==> src/rtl/btn_pkg.sv <==
// btn_pkg: shared FSM state encoding, button count and priority select for the button capture front end
package btn_pkg;
    localparam int NUM_BTN = 4;
    typedef enum logic {IDLE = 1'b0, HOLD = 1'b1} state_t;
    function automatic logic [NUM_BTN-1:0] prio_sel(input logic [NUM_BTN-1:0] v);
        return v[3] ? 4'b1000 : v[2] ? 4'b0100 : v[1] ? 4'b0010 : v[0] ? 4'b0001 : 4'b0000;
    endfunction
endpackage

==> src/rtl/btn_debounce_cell.sv <==
// btn_debounce_cell: synchroniser, debounce counter and stable level for one button, with a press pulse
module btn_debounce_cell #(
    parameter int SYNC_STAGES = 2,
    parameter int DEB_W       = 16,
    parameter int DEB_CNT     = 50000
) (
    input  logic clk,
    input  logic rst,
    input  logic i_btn,
    output logic o_stable,
    output logic o_press
);
    logic [SYNC_STAGES-1:0] r_sync, r_warm;
    logic [DEB_W-1:0]       r_cnt;
    logic                   r_stable, r_press, r_armed;
    logic                   w_sync, w_diff, w_accept;
    assign w_sync   = r_sync[SYNC_STAGES-1];
    assign w_diff   = w_sync != r_stable;
    assign w_accept = w_diff && (r_cnt == DEB_W'(DEB_CNT - 1));
    assign o_stable = r_stable;
    assign o_press  = r_press;
    // A button only becomes armed once it has been seen released after the synchroniser has
    // filled, so a button held through reset never reports a press.
    always_ff @(posedge clk or posedge rst)
        if (rst) begin
            r_sync   <= '0;
            r_warm   <= '0;
            r_cnt    <= '0;
            r_stable <= 1'b0;
            r_press  <= 1'b0;
            r_armed  <= 1'b0;
        end else begin
            r_sync  <= {r_sync[SYNC_STAGES-2:0], i_btn};
            r_warm  <= {r_warm[SYNC_STAGES-2:0], 1'b1};
            r_cnt   <= (w_diff && !w_accept) ? r_cnt + 1'b1 : '0;
            r_press <= w_accept && w_sync && r_armed;
            if (w_accept) r_stable <= w_sync;
            if (r_warm[SYNC_STAGES-1] && !w_sync) r_armed <= 1'b1;
        end
endmodule

==> src/rtl/btn_onehot_capture.sv <==
// btn_onehot_capture: debounced button presses captured as a held one-hot {d,c,b,a} with valid/ack handshake.
// Define STICKY_PENDING_EN to queue ungranted presses in a pending register instead of dropping them.
module btn_onehot_capture
    import btn_pkg::*;
#(
    parameter int SYNC_STAGES = 2,
    parameter int DEB_W       = 16,
    parameter int DEB_CNT     = 50000
) (
    input  logic       clk,
    input  logic       rst,
    input  logic [3:0] btn,
    input  logic       ack,
    output logic       a,
    output logic       b,
    output logic       c,
    output logic       d,
    output logic       valid,
    output logic       overrun
);
    state_t             r_state, w_state_n;
    logic [NUM_BTN-1:0] r_hot, w_hot_n, w_press, w_stable, w_grant;
    logic               r_ovr, w_lost;
    genvar i;
    generate
        for (i = 0; i < NUM_BTN; i++) begin : g_cell
            btn_debounce_cell #(
                .SYNC_STAGES(SYNC_STAGES),
                .DEB_W      (DEB_W),
                .DEB_CNT    (DEB_CNT)
            ) u_cell (
                .clk     (clk),
                .rst     (rst),
                .i_btn   (btn[i]),
                .o_stable(w_stable[i]),
                .o_press (w_press[i])
            );
        end
    endgenerate
`ifdef STICKY_PENDING_EN
    logic [NUM_BTN-1:0] r_pend, w_cand;
    assign w_cand  = r_pend | w_press;
    assign w_grant = (r_state == IDLE) ? prio_sel(w_cand) : '0;
    assign w_lost  = |(w_press & r_pend);
    always_ff @(posedge clk or posedge rst)
        if (rst) r_pend <= '0;
        else     r_pend <= w_cand & ~w_grant;
`else
    assign w_grant = (r_state == IDLE) ? prio_sel(w_press) : '0;
    assign w_lost  = |(w_press & ~w_grant);
`endif
    always_comb begin
        w_state_n = r_state;
        w_hot_n   = r_hot;
        if (r_state == IDLE) begin
            w_state_n = |w_grant ? HOLD : IDLE;
            w_hot_n   = w_grant;
        end else if (ack) begin
            w_state_n = IDLE;
            w_hot_n   = '0;
        end
    end
    always_ff @(posedge clk or posedge rst)
        if (rst) begin
            r_state <= IDLE;
            r_hot   <= '0;
            r_ovr   <= 1'b0;
        end else begin
            r_state <= w_state_n;
            r_hot   <= w_hot_n;
            r_ovr   <= r_ovr | w_lost;
        end
    assign {d, c, b, a} = r_hot;
    assign valid        = (r_state == HOLD);
    assign overrun      = r_ovr;
`ifndef SYNTHESIS
    a_onehot: assert property (@(posedge clk) disable iff (rst)
        (valid == |{d, c, b, a}) && $onehot0({d, c, b, a}));
    a_press_stable: assert property (@(posedge clk) disable iff (rst)
        (w_press & ~w_stable) == '0);
`endif
endmodule
==> config.mk <==
export PLATFORM = sky130hd
export DESIGN_NAME = btn_onehot_capture
export DESIGN_NICKNAME = d
export VERILOG_FILES = /design/src/rtl/btn_pkg.sv /design/src/rtl/btn_debounce_cell.sv /design/src/rtl/btn_onehot_capture.sv
export SDC_FILE = /design/constraint.sdc
export NUM_CORES = 1
export LEC_CHECK = 0
export ABC_AREA = 1
export CORE_MARGIN = 10
export CORE_UTILIZATION = 40
export CTS_BUF_LIST = sky130_fd_sc_hd__clkbuf_8
export CTS_CLUSTER_DIAMETER = 100
export DETAILED_ROUTE_END_ITERATION = 8
export GPL_TIMING_DRIVEN = 0
export PLACE_DENSITY = 0.65
export RECOVER_POWER = 100
export SLEW_MARGIN = 15
export SYNTH_ARGS = -nofsm -noshare
export SYNTH_HDL_FRONTEND = slang
export SYNTH_SLANG_ARGS = --single-unit
==> constraint.sdc <==
create_clock -name clk -period 5.93 [get_ports clk]
set_input_delay 0.593 -clock clk [delete_from_list [all_inputs] [get_ports clk]]
set_output_delay 0.593 -clock clk [all_outputs]
set_load 0.05 [all_outputs]
==> Table 3: Implementation characteristics <==
Implementation parameters

Parameter                              Value

Run status
  Run status .................. finished, final reports clean

Timing
  Post-route setup slack .................. 3.72 ns
  Post-layout period usage .................. between 30 and 40%
  Setup repair after global routing missed its margin .................. false
  Setup total negative slack .................. 0 ns
  Min Hold Slack .................. approximately 0.36 ns
  Final Hold Vio Count .................. 0
  Fin. max-slew vios .................. 0
  Setup-violating endpoint count in the final report .................. 0
  Min Clock Period, post-route .................. approximately 2.2 ns
  Pin slew with the least headroom to its limit .................. around 1.4 ns
  Normalized max-slew margin .................. ~4.2%
  Worst clock skew .................. between 0.01 and 0.015 ns
  Maximum operating frequency .................. roughly 0.45 GHz

Logic synthesis
  List of most frequent post-synthesis cells .................. nand2_1 (163), nor2_1 (140), dfrtp_1 (92), inv_1 (51)
  Top_reg_cell synth .................. dfrtp_1
  Number of library cell types mapped by synthesis .................. 27
  Syn_area_per_cell .................. a little under 8 um2
  Main combinational cell family by area after synthesis .................. simple AND/OR/NAND/NOR gates
  Yosys cell count .................. slightly below 600
  Number of cells produced by synthesis .................. 591
  Dominant cell type by area after synthesis .................. dfrtp_1
  Fraction of synthesized area in multiplexers .................. 0%
  Floorplan net count .................. roughly 600
  Area fraction in compound gates .................. 3.91%
  Basic Gates by Area .................. between 30% and 40%
  Total number of yosys warnings .................. 0
  Synth Area in Adders .................. under 10%
  Number of flops mapped to enable cells by yosys .................. 0
  Xor and xnor fraction of the mapped netlist area .................. between 6 and 7%
  Sequential element share of the synthesized area .................. between 40% and 50%
  Max-area cell share .................. 49.6%
  Yosys chip area .................. about 4600 um2
  Largest cells by area after synthesis .................. dfrtp_1 (50%), nand2_1 (13%), nor2_1 (11%), xor2_1 (4.7%), inv_1 (4.1%)
  Async S/R FF share, synth .................. 100%
  Summed instance area of the synthesized netlist .................. 4650 um2
  Most popular library cell in the synthesized design by count .................. nand2_1
  #FFs+latches synth .................. 92

Power
  Reg power frac .................. 55.0%
  VDD IR-drop max .................. between 0.1 and 0.15 mV
  Pwr per Cell Area .................. 229 nW/um2
  Dominant power group .................. sequential cells
  Total power .................. between 1 and 1.5 mW
  Leakage .................. 2.18 nW
  Power Sequential .................. 0.646 mW
  Fraction of power spent switching nets .................. around 23%
  Power consumed by combinational cells .................. about 0.043 mW
  Power spent charging and discharging nets .................. approximately 0.27 mW
  Power share of the clock group .................. 41.4%
  Combinational power share .................. under 10%
  Internal Power .................. about 0.9 mW

Critical path
  Critical path type .................. reg2out
  Cells on worst reg2reg path .................. 7
  Sequence of cells on the critical path .................. dlygate4sd3_1
  Worst-path fanout max .................. 2
  Startpoint types .................. flip-flop
  Register-to-register path setup slack .................. ~4.0 ns
  Worst path slowest cell .................. dlygate4sd3_1
  Delay of the slowest cell on the worst path .................. slightly below 0.9 ns
  Worst endpoint data arrival time .................. between 1.5 and 2 ns
  CP Launch Point .................. r_hot[0]
  R2r startpoint .................. g_cell[0].u_cell.r_cnt[0]
  Top cell family by delay on the critical path .................. buffers and inverters
  R2r endpoint .................. g_cell[0].u_cell.r_cnt[12]
  Count of buffering cells on the critical path with inverters included .................. 1
  End of the critical path .................. a
  Number of gates on the worst path with buffers counted .................. 1
  Req. time, crit path .................. 5.34 ns
  Capturing element type of the critical path .................. output pin

Clock tree
  Count of cells resized by post-cts repair .................. 0
  Clock transition at the register clock pins on the worst setup and hold paths after CTS .................. 0.10 ns
  Number of buffers added by the clock tree synthesis step .................. 9
  # Post-CTS Setup Buffers .................. 0
  Number of H-tree levels .................. 3
  Worst-Skew Late Latency .................. between 0.3 and 0.4 ns
  CTS tree .................. done
  Hold buffer count at CTS .................. 0
  Buffer levels on the longest clock path .................. 2
  Clk root buf .................. clkbuf_8

Finish
  Total number of nets in the final design .................. 626
  MI comb area .................. slightly above 2000 um2
  Signal buffers .................. 18
  Fraction of layout cells with a size suffix above 1 .................. under 10%
  Number of non-clock inverters .................. 51
  Post-route design area .................. 5130 um2
  Non-clock buffer share of cell area .................. between 3 and 4%
  Clock-cell share of area .................. under 10%
  Flip-flop and latch share of the layout cell area .................. approximately 45%
  Storage cell area .................. approximately 2300 um2
  Area growth from synthesis to final layout .................. 10.5%
  Multi-input gates .................. 443
  Post-layout util .................. roughly 45%
  Number of diodes added for antenna fixing .................. 0
  Most frequently placed logic cells in the final layout .................. nand2_1 (168), nor2_1 (140), dfrtp_1 (92), inv_1 (50), nand3_1 (29)
  Combinational share of cell area .................. between 40% and 50%
  # fillers .................. about 1200
  Most frequent logic cell in the layout .................. nand2_1
  Largest contributor to cell area by class .................. registers
  Finished Layout Cells .................. 763

Placement
  Worst setup slack after placement .................. 4.19 ns
  Total half-perimeter wirelength after legalization and detailed placement .................. 6420 um
  Placer's final routability congestion estimate .................. around 0.9
  Post-place instance area .................. between 4000 and 5000 um2
  IO buf count .................. 12
  Number of instances in the placed design .................. 747

Route
  Via count normalized by instance count .................. around 4.8
  Sum of routed wire length over all layers .................. between 8000 and 9000 um
  Number of detailed-route iterations in the first pass .................. 4
  Detailed router's first-iteration violation count .................. about 320
  Routed length per instance .................. around 11 um
  Remaining routing DRC violations .................. 0
  Number of nets with antenna violations after detailed routing .................. 0

Min path
  Endpoint of the worst hold path .................. g_cell[0].u_cell.r_warm[1]
  Min-Delay Path Depth .................. 0
  Hold_sp .................. g_cell[3].u_cell.r_warm[0]
  Classification of the worst-slack hold path .................. reg2reg

Die
  Initial core utilization .................. a little over 40%
  Overall die width .................. between 100 and 150 um
  Area of the die .................. 16300 um2
  Boundary Pins .................. 13
  Placeable Area .................. 11400 um2
  Inserted tap cell count .................. about 140
  Number of standard-cell rows in the floorplan .................. 39
  Floorplan die height .................. 128 um

GRT
  Wire length of the first global-routing pass .................. around 16000 um
  Maximum number of pins on one net before global-route repair .................. around 64
  Via count of the first global-routing pass .................. approximately 3700
  Overflow left after global routing .................. 0
  Overall global routing resource usage .................. 11.6%
  Initial antenna violation count .................. 0

Run
  OpenROAD warning count .................. 26
  Number of max-cap violations .................. 0
[sequential cells by signal, indices dropped and copies added (netlist names)]
| name | cells |
|---|---|
| overrun | 1 |
| g_cell.u_cell.r_cnt | 64 |
| g_cell.u_cell.r_armed | 4 |
| g_cell.u_cell.r_warm | 2 |
| g_cell.u_cell.o_stable | 4 |
| g_cell.u_cell.r_sync | 8 |
| valid | 1 |
| r_hot | 4 |
| g_cell.u_cell.o_press | 4 |
[routing by layer]
metal / GRT usage [%] / part of all wire [%] / vias to the layer above
li1: - / - / 1898
met1: 14.7 / 49 / 1721
met2: 18.4 / 46 / 58
met3: 2.07 / 3.2 / 12
met4: 6.09 / 2.2 / 0
met5: 0 / 0 / -
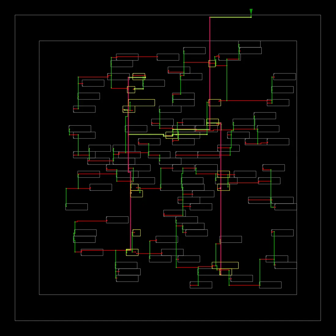
Fig. 1. Clock nets.
clock buffer instance count of the final layout: 10
Clock Sink Count: 92
Clock Power: 0.486 mW
Flops: 92

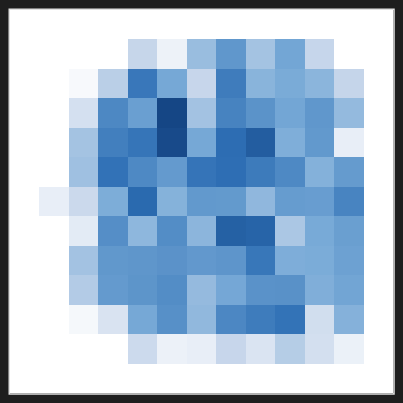
Fig. 2. Placement density heat map.
(3 px per um) 13 x 13 tiles, from white (low) to dark blue (high), 0 to 100% covered.
- nearly empty tiles: 37%
- tiles over 75% full: 4.1%
- fullest tile: 91%

Power and IR drop assume default switching activity.
